[src/rtl/reset_sequencer_if.sv]
// Reset sequencer interface: lock/ready inputs and per-stage reset/status outputs.
interface reset_sequencer_if #(
    parameter int unsigned NUM_STAGES = 4
);
    logic                  locked_i;
    logic [NUM_STAGES-1:0] stage_ready_i;
    logic [NUM_STAGES-1:0] reset_o;
    logic                  all_ready_o;
    logic                  timeout_o;
    logic [2:0]            fault_stage_o;

    // Controller side: drives lock and stage readiness, observes the sequencer.
    modport master (
        output locked_i, stage_ready_i,
        input  reset_o, all_ready_o, timeout_o, fault_stage_o
    );

    // Sequencer side.
    modport slave (
        input  locked_i, stage_ready_i,
        output reset_o, all_ready_o, timeout_o, fault_stage_o
    );
endinterface

[src/rtl/reset_sequencer.sv]
// Releases NUM_STAGES subsystem resets one at a time once the PLL is locked, waiting for each
// stage to report ready before releasing the next. Lock loss re-asserts every reset; a stage
// that never acknowledges parks the block in a sticky fault until reset_i.
module reset_sequencer #(
    parameter int unsigned NUM_STAGES  = 4,
    parameter int unsigned STAGE_DELAY = 16,
    parameter int unsigned TIMEOUT     = 255
) (
    input logic              clk_i,
    input logic              reset_i,
    reset_sequencer_if.slave bus
);

    typedef enum logic [2:0] {StIdle, StDelay, StWaitAck, StDone, StFault} state_e;

    localparam logic [7:0] DelayLast   = 8'(STAGE_DELAY - 1);
    localparam logic [7:0] TimeoutLast = 8'(TIMEOUT - 1);
    localparam logic [2:0] LastStage   = 3'(NUM_STAGES - 1);

    state_e                state_q, state_d;
    logic [2:0]            stage_q, stage_d;
    logic [7:0]            cnt_q, cnt_d;
    logic [NUM_STAGES-1:0] reset_q, reset_d;
    logic                  all_ready_q, all_ready_d;
    logic                  timeout_q, timeout_d;
    logic [2:0]            fault_stage_q, fault_stage_d;
    logic                  ready_sel;
    logic                  lock_lost;

    // Pick out the ready bit of the stage currently being waited on; all others are ignored.
    always_comb begin
        ready_sel = 1'b0;
        for (int unsigned k = 0; k < NUM_STAGES; k++) begin
            if (stage_q == 3'(k)) begin
                ready_sel = bus.stage_ready_i[k];
            end
        end
    end

    // FAULT and IDLE ignore the lock; everywhere else losing it restarts the sequence.
    assign lock_lost = !bus.locked_i &&
                       (state_q == StDelay || state_q == StWaitAck || state_q == StDone);

    // Next-state and registered-output logic.
    always_comb begin
        state_d       = state_q;
        stage_d       = stage_q;
        cnt_d         = cnt_q;
        reset_d       = reset_q;
        all_ready_d   = all_ready_q;
        timeout_d     = timeout_q;
        fault_stage_d = fault_stage_q;

        if (lock_lost) begin
            state_d     = StIdle;
            stage_d     = '0;
            cnt_d       = '0;
            reset_d     = '1;
            all_ready_d = 1'b0;
        end else begin
            case (state_q)
                StIdle: begin
                    if (bus.locked_i) begin
                        state_d = StDelay;
                        cnt_d   = '0;
                    end
                end
                StDelay: begin
                    if (cnt_q == DelayLast) begin
                        for (int unsigned k = 0; k < NUM_STAGES; k++) begin
                            if (stage_q == 3'(k)) begin
                                reset_d[k] = 1'b0;
                            end
                        end
                        state_d = StWaitAck;
                        cnt_d   = '0;
                    end else begin
                        cnt_d = cnt_q + 8'd1;
                    end
                end
                StWaitAck: begin
                    // A ready on the final timeout edge still wins over the fault.
                    if (ready_sel) begin
                        cnt_d = '0;
                        if (stage_q == LastStage) begin
                            state_d     = StDone;
                            all_ready_d = 1'b1;
                        end else begin
                            state_d = StDelay;
                            stage_d = stage_q + 3'd1;
                        end
                    end else if (cnt_q == TimeoutLast) begin
                        state_d       = StFault;
                        timeout_d     = 1'b1;
                        fault_stage_d = stage_q;
                        reset_d       = '1;
                    end else begin
                        cnt_d = cnt_q + 8'd1;
                    end
                end
                StDone:  ;
                StFault: ;
                default: state_d = StIdle;
            endcase
        end
    end

    // State and output registers with synchronous reset.
    always_ff @(posedge clk_i) begin
        if (reset_i) begin
            state_q       <= StIdle;
            stage_q       <= '0;
            cnt_q         <= '0;
            reset_q       <= '1;
            all_ready_q   <= 1'b0;
            timeout_q     <= 1'b0;
            fault_stage_q <= '0;
        end else begin
            state_q       <= state_d;
            stage_q       <= stage_d;
            cnt_q         <= cnt_d;
            reset_q       <= reset_d;
            all_ready_q   <= all_ready_d;
            timeout_q     <= timeout_d;
            fault_stage_q <= fault_stage_d;
        end
    end

    assign bus.reset_o       = reset_q;
    assign bus.all_ready_o   = all_ready_q;
    assign bus.timeout_o     = timeout_q;
    assign bus.fault_stage_o = fault_stage_q;

endmodule
[src/flat_wrapper.sv]
// flat-port wrapper written by rule: the top's interface ports become plain ports
module reset_sequencer_flat 
#(
    parameter int unsigned NUM_STAGES  = 4,
    parameter int unsigned STAGE_DELAY = 16,
    parameter int unsigned TIMEOUT     = 255
)
  (clk_i, reset_i, bus_locked_i, bus_stage_ready_i, bus_reset_o, bus_all_ready_o, bus_timeout_o, bus_fault_stage_o);
  reset_sequencer_if #(.NUM_STAGES(NUM_STAGES)) bus_i ();
  input logic clk_i;
  input logic reset_i;
  input wire logic [$bits(bus_i.locked_i)-1:0] bus_locked_i;
  input wire logic [$bits(bus_i.stage_ready_i)-1:0] bus_stage_ready_i;
  output wire logic [$bits(bus_i.reset_o)-1:0] bus_reset_o;
  output wire logic [$bits(bus_i.all_ready_o)-1:0] bus_all_ready_o;
  output wire logic [$bits(bus_i.timeout_o)-1:0] bus_timeout_o;
  output wire logic [$bits(bus_i.fault_stage_o)-1:0] bus_fault_stage_o;
  assign bus_i.locked_i = bus_locked_i;
  assign bus_i.stage_ready_i = bus_stage_ready_i;
  assign bus_reset_o = bus_i.reset_o;
  assign bus_all_ready_o = bus_i.all_ready_o;
  assign bus_timeout_o = bus_i.timeout_o;
  assign bus_fault_stage_o = bus_i.fault_stage_o;
  reset_sequencer #(.NUM_STAGES(NUM_STAGES), .STAGE_DELAY(STAGE_DELAY), .TIMEOUT(TIMEOUT)) u_core (.clk_i(clk_i), .reset_i(reset_i), .bus(bus_i));
endmodule
[config.mk]
export PLATFORM = sky130hd
export DESIGN_NAME = reset_sequencer_flat
export DESIGN_NICKNAME = d
export VERILOG_FILES = /design/src/rtl/reset_sequencer_if.sv /design/src/rtl/reset_sequencer.sv /design/src/flat_wrapper.sv
export SDC_FILE = /design/constraint.sdc
export NUM_CORES = 1
export LEC_CHECK = 0
export CAP_MARGIN = 20
export CELL_PAD_IN_SITES_DETAIL_PLACEMENT = 0
export CELL_PAD_IN_SITES_GLOBAL_PLACEMENT = 2
export CORE_MARGIN = 1.5
export CORE_UTILIZATION = 30
export DETAILED_ROUTE_END_ITERATION = 12
export PLACE_DENSITY = 0.81
export SKIP_LAST_GASP = 1
export SLEW_MARGIN = 40
export SYNTH_ARGS = -nofsm -noshare
export SYNTH_HDL_FRONTEND = slang
export SYNTH_SLANG_ARGS = --single-unit
[constraint.sdc]
create_clock -name clk_i -period 2.1 [get_ports clk_i]
set_input_delay 0.21 -clock clk_i [delete_from_list [all_inputs] [get_ports clk_i]]
set_output_delay 0.21 -clock clk_i [all_outputs]
set_load 0.01 [all_outputs]
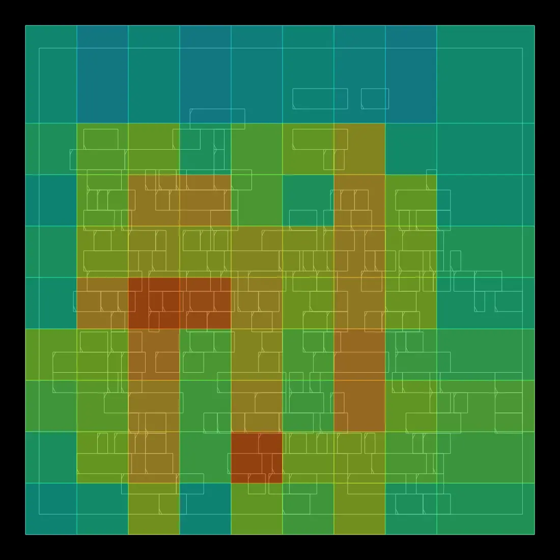
Run 1: congestion heat map
post-route core utilization: 0.405
Global Route Usage Sum: 0.150
GRT busiest layer: met2
met3 global-route usage: 0.0345

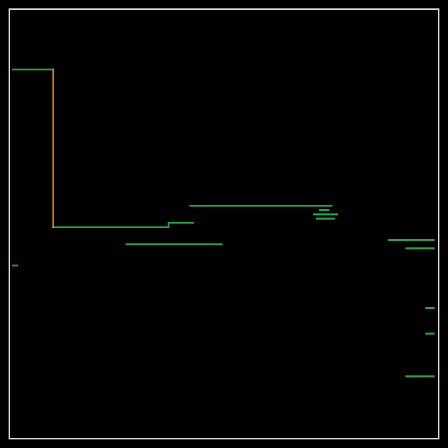
Run 1: routed metal, one color a layer
Only two layers are drawn.
- orange: metal 4 (wire length 25.2 µm)
- green: metal 3 (wire length 93.8 µm)

==> out/metrics.json, run 1 <==
{
  "outcome": {"value": "finished with violations"},
  "violations": {"value": "negative setup slack"},
  "post_synth_arst_share": {"value": 0},
  "ioPinCount": {"value": 16},
  "hold_buffers": {"value": 0},
  "power_in_combinational_cells": {"value": 258, "unit": "µW"},
  "via_count": {"value": 1182},
  "dp_slack": {"value": 0.00453, "unit": "ns"},
  "tritoncts_clock_tree": {"value": "yes"},
  "min_delay_worst_endpoint": {"value": "u_core.bus.reset_o[0]"},
  "drt_pass1_iterations": {"value": 4},
  "timing.max_slew.rel_slack": {"value": 0.657},
  "report.final.slew_viol_count": {"value": 0},
  "final_nets": {"value": 189},
  "antenna_left": {"value": 0},
  "count_of_cells_along_the_worst_hold_path": {"value": 2},
  "post_synth_instance_area": {"value": 1280, "unit": "µm²"},
  "critical_path.max_fanout": {"value": 7},
  "comb_area": {"value": 781, "unit": "µm²"},
  "sh_comb_area": {"value": 0.476},
  "initial_core_util": {"value": 0.315},
  "crit-reg2reg-capture": {"value": "u_core.cnt_q[4]"},
  "synth-area-yosys": {"value": 1280, "unit": "µm²"},
  "series_of_cell_instances_along_the_critical_path": {"value": "inv_4 -> ha_4 -> nand3b_1 -> a2111o_1 -> a31oi_1 -> buf_4 -> nor2_4 -> a221o_1"},
  "min_from": {"value": "u_core.bus.reset_o[0]"},
  "final-nonclk-buf-share": {"value": 0.155},
  "synth_dominant_cell_count": {"value": "dfxtp_1"},
  "dominant_power_group": {"value": "sequential cells"},
  "wirelength": {"value": 3.21, "unit": "mm"},
  "max_slew.worst_pin.slew": {"value": 0.513, "unit": "ns"},
  "cp_slowest_stage_delay": {"value": 0.50, "unit": "ns"},
  "clk_path_buf_depth": {"value": 2},
  "synthDominantCellAreaShare": {"value": 0.360},
  "pg_seq": {"value": 465, "unit": "µW"},
  "setup_viol": {"value": 1},
  "die_x": {"value": 68.3, "unit": "µm"},
  "grt_max_degree": {"value": 13},
  "synth.yosys.num_cells": {"value": 147},
  "route.detailed.vias_per_inst": {"value": 5.28},
  "openroad.warnings": {"value": 32},
  "post_cts_buffers": {"value": 0},
  "clockPowerShare": {"value": 0.276},
  "power-per-cell-area": {"value": 608, "unit": "nW/µm²"},
  "detailed_place_hpwl": {"value": 2.45, "unit": "mm"},
  "fraction_of_power_spent_switching_nets": {"value": 0.288},
  "postSynthNetCount": {"value": 161},
  "path_class": {"value": "reg -> reg"},
  "core_region_area": {"value": 4060, "unit": "µm²"},
  "postSynthAreaPerCell": {"value": 8.71, "unit": "µm²"},
  "dp.cells": {"value": 218},
  "finalClockSkew": {"value": 0.00189, "unit": "ns"},
  "fin_ws": {"value": -0.00199, "unit": "ns"},
  "layout_filler_cell_count": {"value": 401},
  "rsz0062_at_grt": {"value": "yes"},
  "r2r_start": {"value": "u_core.stage_q[1]"},
  "final_period_minus_worst_setup_slack": {"value": 2.10, "unit": "ns"},
  "nonclk_buf_count": {"value": 29},
  "dr.first_iter.drc_count": {"value": 73},
  "critical_path_buf_inv_count": {"value": 2}
}
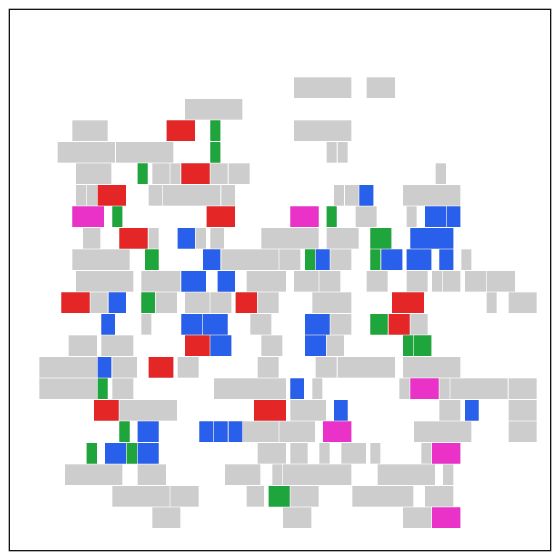
Run 1: gate-type map
- magenta: multiplexers (cells 6)
- green: NAND gates (cells 18)
- blue: inverting AOI/OAI gates (cells 29)
- red: AND-OR and OR-AND gates (cells 13)

## run 1: logic make-up after synthesis
| group | Yosys count | synth area share |
|---|---|---|
| xor+xnor | 1 | 0.00684 |
| fa+ha+maj | 7 | 0.0684 |
| mux | 6 | 0.0479 |
| simple gates | 54 | 0.222 |
| compound gates | 42 | 0.241 |
| flops | 23 | 0.360 |
| buf+inv | 14 | 0.0538 |
## run 1: layout by cell type (no fill, tap or decap), types with 2 or more instances in the layout
cell type / n
or2_2: 3
dfxtp_1: 21
nand3b_1: 2
a22oi_1: 2
clkdlybuf4s50_1: 15
ha_1: 6
o21a_1: 2
nor2b_1: 2
clkbuf_8: 3
buf_4: 14
o22ai_1: 3
nand3_1: 2
nor2_1: 14
nand2_1: 12
mux2i_1: 5
a21oi_2: 2
o31ai_1: 4
o21ai_0: 3
inv_1: 6
a22o_2: 5
a21oi_1: 8
nor3_1: 4
nor3b_1: 2
## run 1: routing by layer
metal	wire length (µm)	up-vias	track usage
met5	0	-	0
met4	25	0	0.0300
met3	93	2	0.0345
met2	1540	17	0.245
met1	1550	570	0.201
li1	-	593	-
## run 1: worst max-delay path by stage
| stage | cells past startpoint | startpoint | endpoint |
|---|---|---|---|
| 2_1_floorplan | 9 | u_core.stage_q[1] | u_core.cnt_q[4] |
| 3_3_place_gp | 7 | bus_stage_ready_i[0] | u_core.cnt_q[4] |
| 3_5_place_dp | 7 | bus_stage_ready_i[0] | u_core.cnt_q[4] |
| 4_1_cts | 8 | u_core.stage_q[0] | u_core.cnt_q[4] |
| 5_1_grt | 8 | u_core.stage_q[1] | u_core.cnt_q[4] |
| 6_report | 8 | u_core.stage_q[1] | u_core.cnt_q[4] |
==> run 1 -> run 2 <==
--- a/config.mk
+++ b/config.mk
@@ -11,6 +11,7 @@
 export CORE_MARGIN = 1.5
 export CORE_UTILIZATION = 30
 export DETAILED_ROUTE_END_ITERATION = 12
+export GPL_ROUTABILITY_DRIVEN = 0
 export PLACE_DENSITY = 0.81
 export SKIP_LAST_GASP = 1
 export SLEW_MARGIN = 40
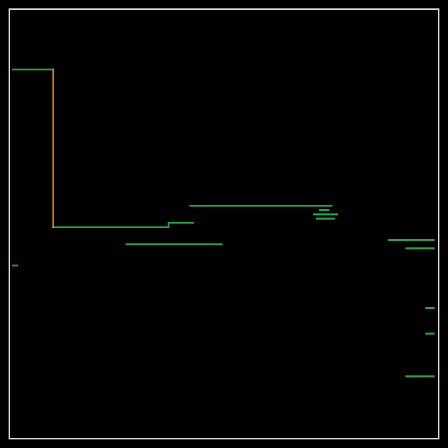
Run 2: routed metal, one color a layer
Only two layers are drawn.
- orange: metal 4 (wire length 25.2 µm)
- green: metal 3 (wire length 93.8 µm)

==> out/metrics.json, run 2 <==
{
  "critPathLaunch": {"value": "u_core.stage_q[1]", "change": "unchanged"},
  "gr-usage-met1": {"value": 0.201, "change": "unchanged"},
  "layout_top_cell_excl_fill_tap": {"value": "dfxtp_1", "change": "unchanged"},
  "placement.cell_area": {"value": 1560, "unit": "µm²", "change": "unchanged"},
  "openroad.warnings": {"value": 32, "change": "unchanged"},
  "clk_path_buf_depth": {"value": 2, "change": "unchanged"},
  "crit-reg2reg-capture": {"value": "u_core.cnt_q[4]", "change": "unchanged"},
  "report.final.slew_viol_count": {"value": 0, "change": "unchanged"},
  "synth.logic.top_family": {"value": "AND-OR/OR-AND gates", "change": "unchanged"},
  "post_synth_instance_area": {"value": 1280, "unit": "µm²", "change": "unchanged"},
  "synth-xor-area-share": {"value": 0.00684, "change": "unchanged"},
  "postSynthAreaPerCell": {"value": 8.71, "unit": "µm²", "change": "unchanged"},
  "via_count": {"value": 1182, "change": "unchanged"},
  "dp.cells": {"value": 218, "change": "unchanged"},
  "synth-area-yosys": {"value": 1280, "unit": "µm²", "change": "unchanged"},
  "wirelength": {"value": 3.21, "unit": "mm", "change": "unchanged"},
  "rsz0062_at_grt": {"value": "yes", "change": "unchanged"},
  "count_of_cells_along_the_worst_hold_path": {"value": 2, "change": "unchanged"},
  "r2r_start": {"value": "u_core.stage_q[1]", "change": "unchanged"},
  "max_slew.worst_pin.slew": {"value": 0.513, "unit": "ns", "change": "unchanged"},
  "grt_max_degree": {"value": 13, "change": "unchanged"},
  "dp_slack": {"value": 0.00453, "unit": "ns", "change": "unchanged"},
  "ioPinCount": {"value": 16, "change": "unchanged"},
  "post_synth_and_or_nand_nor_area_fraction": {"value": 0.222, "change": "unchanged"},
  "final_nets": {"value": 189, "change": "unchanged"},
  "finalCoreUtilization": {"value": 0.405, "change": "unchanged"},
  "core_region_area": {"value": 4060, "unit": "µm²", "change": "unchanged"},
  "tritoncts_clock_tree": {"value": "yes", "change": "unchanged"},
  "die_x": {"value": 68.3, "unit": "µm", "change": "unchanged"},
  "critical_path.max_fanout": {"value": 7, "change": "unchanged"},
  "power-per-cell-area": {"value": 608, "unit": "nW/µm²", "change": "unchanged"},
  "fa_ha_area_frac": {"value": 0.0684, "change": "unchanged"},
  "maximum_capacitance_violations": {"value": 0, "change": "unchanged"},
  "outcome": {"value": "finished with violations", "change": "unchanged"},
  "finalClockSkew": {"value": 0.00189, "unit": "ns", "change": "unchanged"},
  "post_synth_arst_share": {"value": 0, "change": "unchanged"},
  "path_class": {"value": "reg -> reg", "change": "unchanged"},
  "hold_buffers": {"value": 0, "change": "unchanged"},
  "initial_core_util": {"value": 0.315, "change": "unchanged"},
  "route.detailed.vias_per_inst": {"value": 5.28, "change": "unchanged"},
  "track_usage": {"value": 0.150, "change": "unchanged"},
  "synth_compound_gate_area_share": {"value": 0.241, "change": "unchanged"},
  "gr-usage-met3": {"value": 0.0345, "change": "unchanged"},
  "fin_ws": {"value": -0.00199, "unit": "ns", "change": "unchanged"},
  "postSynthNetCount": {"value": 161, "change": "unchanged"},
  "synth_dominant_cell_count": {"value": "dfxtp_1", "change": "unchanged"},
  "max-vdd-ir-drop": {"value": 465, "unit": "µV", "change": "unchanged"},
  "busiest_layer": {"value": "met2", "change": "unchanged"},
  "setup_viol": {"value": 1, "change": "unchanged"},
  "violations": {"value": "negative setup slack", "change": "unchanged"},
  "termination_of_the_worst_setup_path": {"value": "u_core.cnt_q[4]", "change": "unchanged"},
  "layout_top_cells_excl_fill_tap": {"value": "21 x dfxtp_1, 15 x clkdlybuf4s50_1, 14 x nor2_1, 14 x buf_4, 12 x nand2_1", "change": "unchanged"},
  "timing.max_slew.rel_slack": {"value": 0.657, "change": "unchanged"},
  "muxShareOfSynthArea": {"value": 0.0479, "change": "unchanged"},
  "detailed_place_hpwl": {"value": 2.45, "unit": "mm", "change": "unchanged"},
  "drt_pass1_iterations": {"value": 4, "change": "unchanged"}
}
## run 2: worst min-delay path by stage
| stage | end | slack [ns] | startpoint |
|---|---|---|---|
| 3_3_place_gp | u_core.bus.timeout_o | 0.43 | u_core.bus.timeout_o |
| 3_5_place_dp | u_core.bus.reset_o[0] | 0.45 | u_core.bus.reset_o[0] |
| 5_1_grt | u_core.bus.reset_o[0] | 0.49 | u_core.bus.reset_o[0] |
| 2_1_floorplan | u_core.bus.timeout_o | 0.28 | reset_i |
| 4_1_cts | u_core.bus.reset_o[0] | 0.46 | u_core.bus.reset_o[0] |
| 6_report | u_core.bus.reset_o[0] | 0.46 | u_core.bus.reset_o[0] |
## run 2: report_power, final
part           switching (mW)  total (mW)  internal (mW)  leakage, nW
Sequential             0.0124       0.465          0.453        0.188
Clock                   0.140       0.276          0.135       0.0228
Combinational           0.134       0.258          0.123        0.446
Total                   0.287       0.999          0.711        0.657
## run 2: critical path: stages, from the launching register on
cell and delay [ns]:
dfxtp_4 0.39, inv_4 0.05, ha_4 0.15, nand3b_1 0.15, a2111o_1 0.50, a31oi_1 0.20
buf_4 0.18, nor2_4 0.05, a221o_1 0.32
## run 2: what timing repair did
item                                    in CTS  in global routing
setup buffers                                0                  2
pin swaps                                    1                  9
endpoints found under the setup margin       1                 16
endpoints found under the hold margin        0                  0
gates resized                                0                  8
## run 2: per-layer routing
layer | vias to the layer above | wire length (µm)
met1 | 570 | 1550
met5 | - | 0
met2 | 17 | 1540
met3 | 2 | 93
li1 | 593 | -
met4 | 0 | 25
## run 2: final cells by class
class                   count  area [µm²]
repair buffers             29         255
fillers                   401        2420
clock buffers               4        45.0
inverters                   8        32.5
multi-input cells         110         781
flip-flops and latches     23         465
well taps                  50        62.6
Power is estimated from default activity; no workload was simulated.
